[src/rtl/key_updown_counter.sv]
// Debounced push-button up/down/clear counter; optional auto-repeat under KEY_AUTOREPEAT_EN.
// Latency: pulse HOLD_CYCLES+2 edges after first low sample, count one edge later.
// Backpressure: none; keys are free-running level inputs, every accepted event is applied.
module key_updown_counter #(
    parameter int WIDTH         = 4,
    parameter int HOLD_CYCLES   = 50000000,
    parameter int SAT_MODE      = 0,
    parameter int STEP          = 1,
    parameter int REPEAT_CYCLES = 12500000
) (
    input  logic             FPGA_CLK,
    input  logic             RESET_BUT,
    input  logic             KEY_INC,
    input  logic             KEY_DEC,
    input  logic             KEY_CLR,
    output logic [WIDTH-1:0] count,
    output logic             inc_pulse,
    output logic             dec_pulse,
    output logic             wrap_pulse,
    output logic             at_max,
    output logic             at_min
);

    localparam int HW = (HOLD_CYCLES > 1) ? $clog2(HOLD_CYCLES + 1) : 1;
    localparam int KI = 0;
    localparam int KD = 1;
    localparam int KC = 2;
    localparam logic [HW-1:0]    HOLD_DONE = HW'(HOLD_CYCLES);
    localparam logic [HW-1:0]    HOLD_LAST = HW'(HOLD_CYCLES - 1);
    localparam logic [WIDTH-1:0] CNT_MAX   = '1;
    localparam logic [WIDTH:0]   STEP_W    = (WIDTH + 1)'(STEP);

    if (STEP < 1 || STEP >= (1 << WIDTH) || HOLD_CYCLES < 1 || REPEAT_CYCLES < 1) begin : g_bad_param
        $error("key_updown_counter: parameter out of range");
    end

    logic [2:0]       key_raw;
    logic [2:0]       sync_q1;
    logic [2:0]       sync_q2;
    logic [2:0]       key_acc;
    logic [2:0]       key_evt;
    logic [HW-1:0]    hold_q [3];
    logic             clr_evt;
    logic [WIDTH:0]   sum_w;
    logic [WIDTH:0]   diff_w;
    logic             inc_only;
    logic             dec_only;
    logic [WIDTH-1:0] count_nxt;

    assign key_raw = {KEY_CLR, KEY_DEC, KEY_INC};

    // A press is accepted on the edge its hold counter steps onto HOLD_CYCLES.
    always_comb begin
        key_acc = '0;
        for (int k = 0; k < 3; k++) begin
            key_acc[k] = ~sync_q2[k] && (hold_q[k] == HOLD_LAST);
        end
    end

`ifdef KEY_AUTOREPEAT_EN
    localparam int RW = (REPEAT_CYCLES > 1) ? $clog2(REPEAT_CYCLES) : 1;
    localparam logic [RW-1:0] REP_LAST = RW'(REPEAT_CYCLES - 1);

    logic [RW-1:0] rep_q [2];
    logic [1:0]    rep_fire;

    always_comb begin
        rep_fire = '0;
        for (int k = 0; k < 2; k++) begin
            rep_fire[k] = ~sync_q2[k] && (hold_q[k] == HOLD_DONE) && (rep_q[k] == REP_LAST);
        end
        key_evt = {key_acc[KC], key_acc[KD:KI] | rep_fire};
    end

    always_ff @(posedge FPGA_CLK) begin
        for (int k = 0; k < 2; k++) begin
            if (RESET_BUT || sync_q2[k] || hold_q[k] != HOLD_DONE || rep_q[k] == REP_LAST) begin
                rep_q[k] <= '0;
            end else begin
                rep_q[k] <= rep_q[k] + RW'(1);
            end
        end
    end
`else
    assign key_evt = key_acc;
`endif

    always_comb begin
        sum_w     = {1'b0, count} + STEP_W;
        diff_w    = {1'b0, count} - STEP_W;
        inc_only  = inc_pulse & ~dec_pulse;
        dec_only  = dec_pulse & ~inc_pulse;
        count_nxt = count;
        if (clr_evt) begin
            count_nxt = '0;
        end else if (inc_only) begin
            count_nxt = (SAT_MODE != 0 && sum_w[WIDTH]) ? CNT_MAX : sum_w[WIDTH-1:0];
        end else if (dec_only) begin
            count_nxt = (SAT_MODE != 0 && diff_w[WIDTH]) ? '0 : diff_w[WIDTH-1:0];
        end
    end

    // Bit WIDTH of sum/diff flags carry/borrow out of range in either mode.
    assign wrap_pulse = (inc_only & sum_w[WIDTH]) | (dec_only & diff_w[WIDTH]);
    assign at_max     = (count == CNT_MAX);
    assign at_min     = (count == '0);

    always_ff @(posedge FPGA_CLK) begin
        if (RESET_BUT) begin
            sync_q1   <= '1;
            sync_q2   <= '1;
            for (int k = 0; k < 3; k++) begin
                hold_q[k] <= '0;
            end
            clr_evt   <= 1'b0;
            inc_pulse <= 1'b0;
            dec_pulse <= 1'b0;
            count     <= '0;
        end else begin
            sync_q1 <= key_raw;
            sync_q2 <= sync_q1;
            for (int k = 0; k < 3; k++) begin
                if (sync_q2[k]) begin
                    hold_q[k] <= '0;
                end else if (hold_q[k] != HOLD_DONE) begin
                    hold_q[k] <= hold_q[k] + HW'(1);
                end
            end
            // Clear wins over simultaneous inc/dec and suppresses their strobes.
            clr_evt   <= key_evt[KC];
            inc_pulse <= key_evt[KI] & ~key_evt[KC];
            dec_pulse <= key_evt[KD] & ~key_evt[KC];
            count     <= count_nxt;
        end
    end

endmodule

[config.mk]
export PLATFORM = sky130hd
export DESIGN_NAME = key_updown_counter
export DESIGN_NICKNAME = d
export VERILOG_FILES = /design/src/rtl/key_updown_counter.sv
export SDC_FILE = /design/constraint.sdc
export NUM_CORES = 1
export LEC_CHECK = 0
export CAP_MARGIN = 20
export CORE_MARGIN = 5
export CORE_UTILIZATION = 58
export DETAILED_ROUTE_END_ITERATION = 10
export PLACE_DENSITY = 0.76
export SLEW_MARGIN = 20
export SYNTH_ARGS = -nofsm -noshare
export SYNTH_HDL_FRONTEND = slang
export SYNTH_SLANG_ARGS = --single-unit
[constraint.sdc]
create_clock -name FPGA_CLK -period 3.2 [get_ports FPGA_CLK]
set_clock_uncertainty 0.2 [all_clocks]
set_input_delay 0.48 -clock FPGA_CLK [delete_from_list [all_inputs] [get_ports FPGA_CLK]]
set_output_delay 0.48 -clock FPGA_CLK [all_outputs]
set_load 0.05 [all_outputs]
==> impl_metrics.csv <==
group,metric,value,unit
pwr,power.share.sequential,0.613,
pwr,ir_drop,0.000203,V
detailed_routing,ant_nets,0,
pwr,power_leakage,1.68,nW
yosys,edf_count,78,
detailed_routing,routed-wl-met2,5.03,mm
clock_network,clk_latency,0.35,ns
min_path,hold_path_class,"reg2reg",
pwr,p_clk,0.779,mW
worst_setup_path,crit_type,"reg2out",
yosys,top_logic_kind,"simple AND/OR/NAND/NOR gates",
pwr,internal_power,1.66,mW
clock_network,cts_tree,"done",
yosys,async_reset_ff_frac,0,
yosys,ys_chip_area,5140,um2
finish,num-nets-final,541,
yosys,ys_sh_xor,0.0681,
finish,final_cell_mix,"78 x edfxtp_1, 55 x nor2_1, 44 x nand3_1",
yosys,yosys.cell_types.count,42,
pwr,comb_cell_power,0.0253,mW
global_routing,grt_pass1_vias,3809,
worst_setup_path,slowest_delay,0.80,ns
detailed_routing,detail_route.vias_per_cell,6.32,
sta,max_freq,0.359,GHz
run,tool_warnings,31,
clock_network,htreeDepth,3,
yosys,ys.flops,91,
pwr,maxPowerGroup,"sequential cells",
detailed_routing,drc_errors,0,
yosys,post_synth.cell_area_avg,9.95,um2
finish,area_growth,8.39,%
finish,lay_top_count,"edfxtp_1",
pwr,switchingPower,0.423,mW
yosys,fa_ha_area_frac,0.0243,
detailed_routing,dr_wl_met3,573,um
pwr,pwr-share-clk,0.375,
clock_network,clkTransAtPathRegs,0.09,ns
global_routing,grt.overflow.total,0,
outcome,outcome,"completed",
global_routing,antenna_found_initial,0,
yosys,syn-num-nets,532,
sta,period_used_share,0.869,
sta,setup_tns,0,ns
clock_network,post_cts_resized,0,
global_routing,busiest_layer,"met2",
finish,diodes,0,
yosys,yosysWarnings,0,
run,maxCapViolations,0,
sta,min_period,2.78,ns
placed_design,dpl.hpwl,7.09,mm
clock_network,root_buffer,"clkbuf_8",
clock_network,cts_buffers,9,
worst_setup_path,worstSetupStartpointType,"flip-flop",
pwr,p_sw_frac,0.203,
sta,maxSlewHeadroom,0.567,
die,die_x,104,um
sta,setup_viol,0,
yosys,synth_cells,517,
die,die_h,104,um
worst_setup_path,worst_setup_path_end_kind,"output port",
worst_setup_path,critical_path_arrival,2.10,ns
die,dieArea,10900,um2
clock_network,cts_sinks,91,
worst_setup_path,cp_num_buf_inv,1,
clock_network,ctsHoldBuffers,0,
pwr,seq-power,1.27,mW
global_routing,grt.total_usage,0.189,
placed_design,dpl-instance-area,5370,um2
worst_setup_path,cp_cell_sequence,"ha_1, and3_1, a22o_1, clkdlybuf4s50_1",
yosys,syn_area,5140,um2
detailed_routing,highest_layer,"met4",
global_routing,met2_usage,0.314,
sta,worst_pin_slew,0.643,ns
yosys,aoi_share,0.0885,
sta,slew_violations,0,
worst_setup_path,r2r_setup_slack,0.63,ns
sta,grt_setup_unrepaired,"no",
global_routing,grt_max_degree,27,
yosys,yosys-mux-area-fraction,0.00195,
global_routing,use_met3,0.0385,
yosys,ys_seq_frac,0.506,
placed_design,place_ws,0.569,ns
sta,worst_slack,0.418,ns
placed_design,gp_congestion,0.851,
pwr,comb_power_share,0.012,
finish,drive_gt1_frac,0.0716,
global_routing,grt_pass1_wl,17.3,mm
pwr,powerDensity,373,nW/um2
yosys,ys_cells,517,
sta,hold_viol_final,0,
worst_setup_path,slowest_stage,"clkdlybuf4s50_1",
detailed_routing,drt-met1-wl,4.48,mm
yosys,synthFlopType,"edfxtp_1",
worst_setup_path,critPathMaxFanout,6,
worst_setup_path,crit_family,"buffers and inverters",
detailed_routing,drt_iter0_drc,249,
detailed_routing,drtPass1Iterations,5,
detailed_routing,wire_per_inst,16.0,um
clock_network,cts_buffer_depth,2,
yosys,yosys.area_share.simple,0.277,
clock_network,post-cts-setup-buffer-count,0,
worst_setup_path,worstPathRequired,2.52,ns
placed_design,place_inst,623,
pwr,power,2.08,mW
==> synthesized netlist by cell type (3+ instances only) <==
library cell,count,area (um2)
a21oi_1,37,185
and3_1,10,62.6
and4_1,6,52.6
buf_2,7,35.0
clkbuf_1,14,52.6
dfxtp_1,13,260
edfxtp_1,78,2340
ha_1,10,125
inv_1,21,78.8
nand2_1,24,90.1
nand3_1,44,220
nand4_1,21,131
nor2_1,55,206
nor3_1,13,65.1
nor4_1,15,93.8
nor4b_1,4,35.0
o21ai_0,16,80.1
o31ai_1,17,128
or2_2,7,43.8
or3_1,18,113
or4_1,20,150
or4_4,3,33.8
xnor2_1,24,210
xor2_1,16,140
==> per-stage QoR <==
stage | utilization | hold WS (ns)
5_1_grt | 0.643 | 0.239
3_3_place_gp | 0.619 | 0.193
2_1_floorplan | - | 0.189
3_5_place_dp | 0.619 | 0.197
4_1_cts | 0.643 | 0.222
6_report | 0.643 | 0.220
==> sequential cells by signal, summed over array words and instances, names as in the netlist <==
signal	cells
sync_q1	3
hold_q	78
count	4
sync_q2	3
clr_evt	1
inc_pulse	1
dec_pulse	1
==> final timing paths <==
check,cells past startpoint,to,start
hold reg to reg,1,sync_q2[2]$_SDFF_PP1_,sync_q1[2]$_SDFF_PP1_
hold / removal,1,sync_q2[2]$_SDFF_PP1_,sync_q1[2]$_SDFF_PP1_
setup reg to reg,5,hold_q[0][8]$_SDFFCE_PN0P_,hold_q[0][8]$_SDFFCE_PN0P_
setup / recovery,4,wrap_pulse,count[0]$_SDFFE_PP0P_
==> final cells by class <==
type                    count  area (um2)
fillers                   710        3100
flip-flops and latches     91        2600
multi-input cells         383        2370
repair buffers             20         183
clock buffers              12         176
well taps                 108         135
inverters                  21        78.8
clock inverters             4        31.3
**Met1 routing**

(4 px per um) Supply wires on this layer in grey. Cells faint in the background.
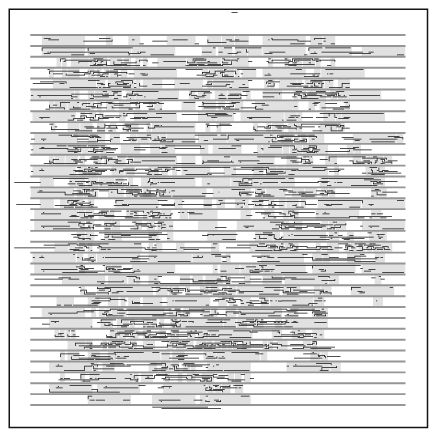
The longest straight run is 24.4 um. 513 nets have wire on it. The layer holds 44% of the routed length. The layer carries 4480 um of wire. The wires run mostly horizontal.
GR met1 Demand/Resource: 0.247
via count: 4041
WL final: 10.3 mm

**Nets reached from selected ports**

(3 px per um)
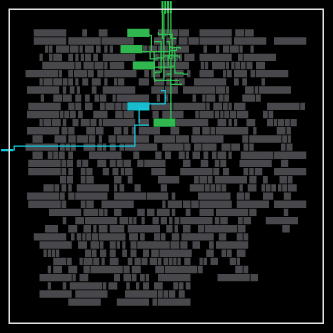
Cyan is inc_pulse, direction output, edge left, end cells 1, buffers 1, wire 73.6 um. Green is count, direction output, edge top, end cells 4, buffers 4, wire 191 um.
IO Pins: 14
Port Buf Inserts: 13

**Placement view**

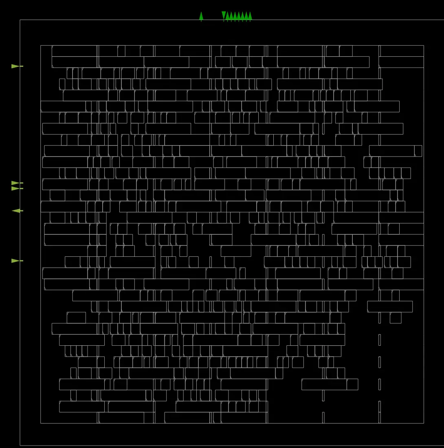
Flop Count: 91
Fill cells: 710
fraction of area in registers: 0.467
Non-Filler Instances: 639
Placement Rows: 34

**Cells coloured by class**

(4 px per um)
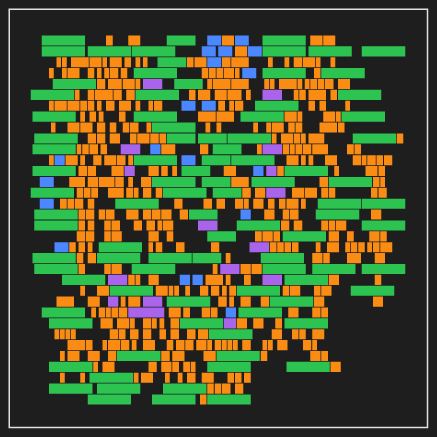
Orange is remaining logic cells, cells 404. Blue is remaining buffers and delay cells, cells 20. Green is registers, cells 91. Purple is clock drivers and dummy loads, cells 16.
final instance area: 5580 um2
area of the core: 8680 um2
final design utilization: 0.643

**Cell density map**

(4 px per um) The die is cut into 10 by 10 equal tiles; dark blue is low, red is high, 0 to 100% covered.
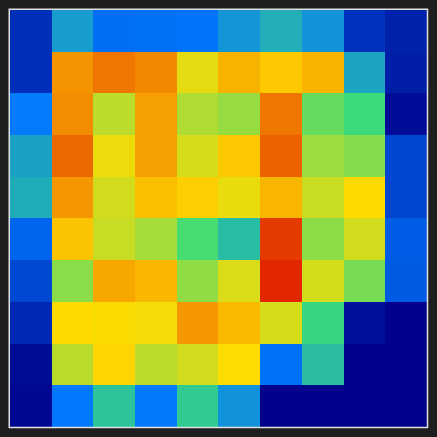
The fullest tile reaches 96%. The densest ninth of the die: centre. The emptiest ninth of the die: lower right.
FP Util: 0.593

No activity file was given, so power comes from the tool's default toggle rates.
